### Supply network

The bar under the picture is 20 um long. Pins as bars on the die edge. Tap cells in gray.
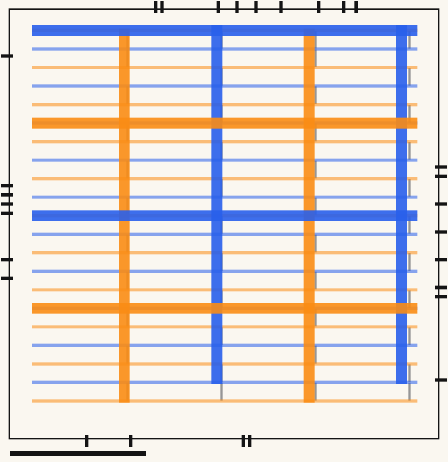
### Where the registers sit

Other sequential cells in the stronger gray, the rest of the logic in the fainter gray.
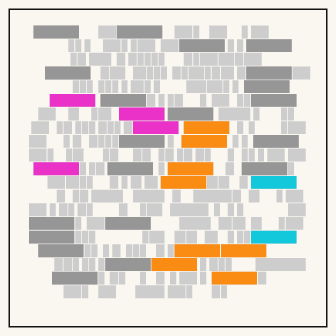
### Layout detail

Window x 35 to 60, y 3 to 28 um. Cells in gray, sequential cells in the stronger gray; small squares are vias.
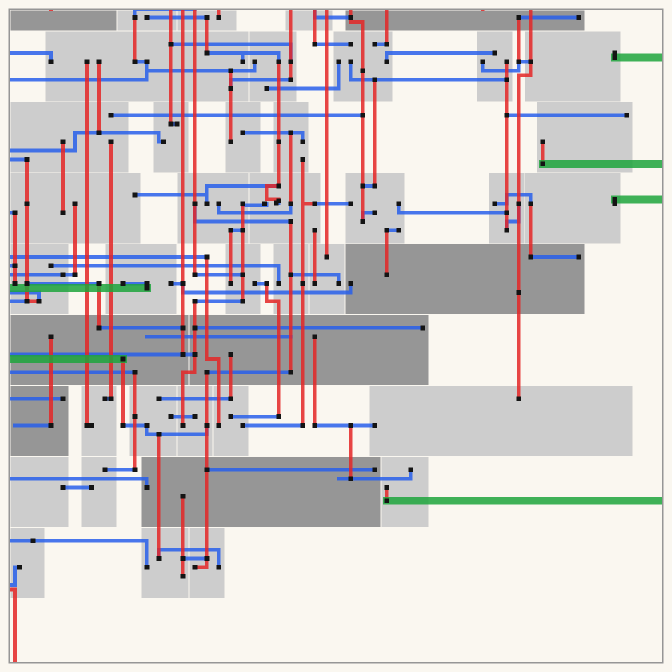
--- config.mk ---
export PLATFORM = sky130hd
export DESIGN_NAME = case_lut_reg
export DESIGN_NICKNAME = d
export VERILOG_FILES = /design/src/rtl/case_lut_pkg.sv /design/src/rtl/lut_prio_match.sv /design/src/rtl/case_lut_reg.sv
export SDC_FILE = /design/constraint.sdc
export NUM_CORES = 1
export LEC_CHECK = 0
export ABC_AREA = 1
export CORE_MARGIN = 3
export CORE_UTILIZATION = 57
export CTS_CLUSTER_DIAMETER = 50
export DETAILED_ROUTE_END_ITERATION = 8
export GPL_ROUTABILITY_DRIVEN = 0
export GPL_TIMING_DRIVEN = 0
export PLACE_DENSITY = 0.84
export REMOVE_ABC_BUFFERS = 1
export SLEW_MARGIN = 20
export SYNTH_ARGS = -nofsm -noshare
export SYNTH_HDL_FRONTEND = slang
export SYNTH_SLANG_ARGS = --single-unit
--- constraint.sdc ---
create_clock -name clk -period 2.9 [get_ports clk]
set_clock_uncertainty 0.05 [all_clocks]
set_input_delay 0.58 -clock clk [delete_from_list [all_inputs] [get_ports clk]]
set_output_delay 0.58 -clock clk [all_outputs]
set_load 0.02 [all_outputs]
--- src/rtl/case_lut_pkg.sv ---
// Shared definitions for the programmable lookup table.
package case_lut_pkg;

  localparam int DEF_KEY_W = 2;
  localparam int DEF_VAL_W = 2;
  localparam int DEF_CNT_W = 8;

  // Saturation value of a hit counter of the default width.
  localparam logic [DEF_CNT_W-1:0] CNT_SAT = '1;

  // One table entry at the default widths.
  typedef struct packed {
    logic                 vld;
    logic [DEF_KEY_W-1:0] key;
    logic [DEF_VAL_W-1:0] val;
  } entry_t;

  // Index width for n entries; a single-entry table still needs one bit.
  function automatic int clog2_min1(input int n);
    int w;
    w = $clog2(n);
    return (w < 1) ? 1 : w;
  endfunction

endpackage

--- src/rtl/lut_prio_match.sv ---
// Combinational lowest-index-first match over the table entries.
module lut_prio_match #(
  parameter int KEY_W   = 2,
  parameter int VAL_W   = 2,
  parameter int ENTRIES = 4,
  parameter int IDX_W   = 2
) (
  input  logic [ENTRIES-1:0] vld,
  input  logic [KEY_W-1:0]   keys [ENTRIES],
  input  logic [VAL_W-1:0]   vals [ENTRIES],
  input  logic [KEY_W-1:0]   lk_key,
  output logic               hit,
  output logic [IDX_W-1:0]   idx,
  output logic [VAL_W-1:0]   val
);

  // First valid matching entry wins; later duplicates are shadowed.
  always_comb begin
    hit = 1'b0;
    idx = '0;
    val = '0;
    for (int unsigned i = 0; i < ENTRIES; i++) begin
      if (!hit && vld[i] && keys[i] == lk_key) begin
        hit = 1'b1;
        idx = IDX_W'(i);
        val = vals[i];
      end
    end
  end

endmodule

--- src/rtl/case_lut_reg.sv ---
// Programmable registered lookup table with priority match and hit counter.
module case_lut_reg
  import case_lut_pkg::*;
#(
  parameter int              KEY_W       = 2,
  parameter int              VAL_W       = 2,
  parameter int              ENTRIES     = 4,
  parameter logic [VAL_W-1:0] DEFAULT_VAL = '0,
  parameter int              CNT_W       = 8,
  localparam int             IDX_W       = clog2_min1(ENTRIES)
) (
  input  logic             clk,
  input  logic             rst_n,
  input  logic             clr,
  input  logic             wr_en,
  input  logic [IDX_W-1:0] wr_idx,
  input  logic [KEY_W-1:0] wr_key,
  input  logic [VAL_W-1:0] wr_val,
  input  logic             wr_vld,
  input  logic             lk_valid,
  input  logic [KEY_W-1:0] lk_key,
  output logic             out_valid,
  output logic             out_hit,
  output logic [IDX_W-1:0] out_idx,
  output logic [VAL_W-1:0] out_val,
  output logic [CNT_W-1:0] hit_count
);

  localparam logic [CNT_W-1:0] CNT_MAX = '1;

  logic [ENTRIES-1:0] ent_vld;
  logic [KEY_W-1:0]   ent_key [ENTRIES];
  logic [VAL_W-1:0]   ent_val [ENTRIES];

  logic               m_hit;
  logic [IDX_W-1:0]   m_idx;
  logic [VAL_W-1:0]   m_val;

  lut_prio_match #(
    .KEY_W   (KEY_W),
    .VAL_W   (VAL_W),
    .ENTRIES (ENTRIES),
    .IDX_W   (IDX_W)
  ) u_match (
    .vld    (ent_vld),
    .keys   (ent_key),
    .vals   (ent_val),
    .lk_key (lk_key),
    .hit    (m_hit),
    .idx    (m_idx),
    .val    (m_val)
  );

  // Entry storage: clear beats write; out-of-range indices are dropped.
  always_ff @(posedge clk or negedge rst_n) begin
    if (!rst_n) begin
      ent_vld <= '0;
      for (int unsigned i = 0; i < ENTRIES; i++) begin
        ent_key[i] <= '0;
        ent_val[i] <= '0;
      end
    end else if (clr) begin
      ent_vld <= '0;
    end else if (wr_en && int'(wr_idx) < ENTRIES) begin
      ent_vld[wr_idx] <= wr_vld;
      ent_key[wr_idx] <= wr_key;
      ent_val[wr_idx] <= wr_val;
    end
  end

  // Output stage: match result of the pre-edge table, held while idle.
  always_ff @(posedge clk or negedge rst_n) begin
    if (!rst_n) begin
      out_valid <= 1'b0;
      out_hit   <= 1'b0;
      out_idx   <= '0;
      out_val   <= DEFAULT_VAL;
    end else begin
      out_valid <= lk_valid;
      if (lk_valid) begin
        out_hit <= m_hit;
        out_idx <= m_hit ? m_idx : '0;
        out_val <= m_hit ? m_val : DEFAULT_VAL;
      end
    end
  end

  // Saturating hit counter, zeroed by clear.
  always_ff @(posedge clk or negedge rst_n) begin
    if (!rst_n) begin
      hit_count <= '0;
    end else if (clr) begin
      hit_count <= '0;
    end else if (lk_valid && m_hit && hit_count != CNT_MAX) begin
      hit_count <= hit_count + 1'b1;
    end
  end

endmodule
==> impl_metrics.tcl <==
# place-and-route summary
set metrics [dict create \
    outcome "completed" \
    core.rowCount 20 \
    met2_usage 0.340 \
    ios 28 \
    logic_gates 156 \
    grt.overflow.total 0 \
    synth_cell_types 29 \
    final_max_slew_viol_count 0 \
    setup_viol 0 \
    timing.rr.start "hit_count[0]" \
    routed_wl_um 3510 \
    r2r_end "hit_count[1]" \
    utilization 0.707 \
    drt-met1-wl_um 1580 \
    sw_frac_of_total 0.298 \
    chipArea_mm2 0.00395 \
    mi_logic_area_um2 836 \
    drtPass1Iterations 4 \
    insertedDiodeCount 0 \
    max_cap_violations 0 \
    rsz0062_at_grt "no" \
    wl_met3_um 187 \
    power-top-group "sequential cells" \
    crit_end "hit_count[6]" \
    edf_count 0 \
    insertion_delay_ns 0.34 \
    grt_max_degree 20 \
    crit_chain "clkdlybuf4s50_1" \
    io_buffers 27 \
    fp_util 0.598 \
    met1_usage 0.249 \
    powerDensity_mw_per_mm2 461 \
    yosys-top-cells-count "nand2_1, dfrtp_1, inv_1, o21ai_0, nor2_1" \
    synth_flops 34 \
    cp.required_ns 2.27 \
    clkTransAtPathRegs_ns 0.09 \
    top_cell_area_share 0.462 \
    yosys.area.top_type "dfrtp_1" \
    post-cts-setup-buffers 0 \
    antenna_found_initial 0 \
    synth_seq_share 0.462 \
    nWellTaps 44 \
    postSynthCellCount 219 \
    clock-sinks 34 \
    largestClassByArea "flip-flops and latches" \
    grt_pass1_wl_um 6390 \
    yosysMostFrequentCell "nand2_1" \
    grt_use_met3 0.0665 \
    drive_above_1_share 0.0876 \
    path_depth 1 \
    syn_to_final_growth_pct 18.2 \
    clkPwrFrac 0.239 \
    wl_met2_um 1700 \
    route.detailed.drc 0 \
    critPathCaptureType "output pin" \
    area_leaders "dfrtp_1, nand2_1, o21ai_0" \
    fin_nets 266 \
    pg_seq_mw 0.566 \
    drt_iter0_drc 84 \
    critPathTopFamily "buffers and inverters" \
    largestRegisters "ent_key x8, ent_val x8, hit_count x8" \
    slew_headroom 0.694 \
    seqPwrFrac 0.565 \
    hold_viol 0 \
    leakagePower_nw 1.05 \
    track_usage 0.205 \
    comb_power_share 0.196 \
    nClkBuffers 7 \
    post-route-min-period_ns 2.05 \
    async_flop_share 1.00 \
    sh_comb_area 0.384 \
    warnings 25 \
    tns_ns 0 \
    crit_type "reg -> out" \
    buffers 28 \
    cts_tree "done" \
    crit_arrival_ns 1.42 \
    switchingPower_mw 0.299 \
    path_buffers 1 \
    p_int_mw 0.704 \
    pg_clk_mw 0.240 \
    r2r_cells 8 \
    crit_slowest_cell "clkdlybuf4s50_1" \
    start_kind "flip-flop" \
    cts_resized 0 \
    ff_count 34 \
    ctsHoldBuffers 0 \
    vias 1511 \
    htree_levels 2 \
    worstMarginPinSlew_ns 0.458 \
]
-- 'Supply network' (at the start) --
color	net
orange	VSS
blue	VDD
met4 straps	4
tap cells	44
met5 straps	4
die width: 62.8 um
maximum VDD drop: 0.324 mV
die y size: 62.8 um
Core ar.: 0.00308 mm^2

-- 'Where the registers sit' (at the start) --
color	name in the netlist	sequential cells
orange	ent_val	8
magenta	ent_vld	4
cyan	out_idx	2
not colored	20
FF/Latch Area: 851 um^2
register share of the cell area: 0.391

-- 'Layout detail' (at the start) --
color	layer
red	met2
blue	met1
green	met3
netlist names of flops here include	ent_val (3), out_idx (1)
sequential cells in the window	4
cells with their middle in the window	36
most frequent	nand2_1 (7)

[cell families (layout without fill, tap and decap cells)]
kind of cell | Yosys count | in the layout | synth area share
AND-OR/OR-AND | 28 | 28 | 0.0822
XOR/XNOR | 5 | 5 | 0.0279
adder cells (fa/ha/maj) | 1 | 1 | 0.00679
buffers and inverters | 29 | 61 | 0.0842
flip-flops | 34 | 34 | 0.462
AND/OR/NAND/NOR | 122 | 122 | 0.337
[per-stage QoR]
step	cells	setup WS, ns	cell area, um^2	power [mW]
6_report	295	0.849	2180	1.00
5_1_grt	295	0.770	2180	1.07
4_1_cts	295	0.837	2180	1.01
3_5_place_dp	288	0.626	2130	0.771
3_3_place_gp	287	0.508	2110	0.759
2_1_floorplan	216	1.22	1780	0.686
Power figures rest on the tool's default switching activity, not on a simulated workload.
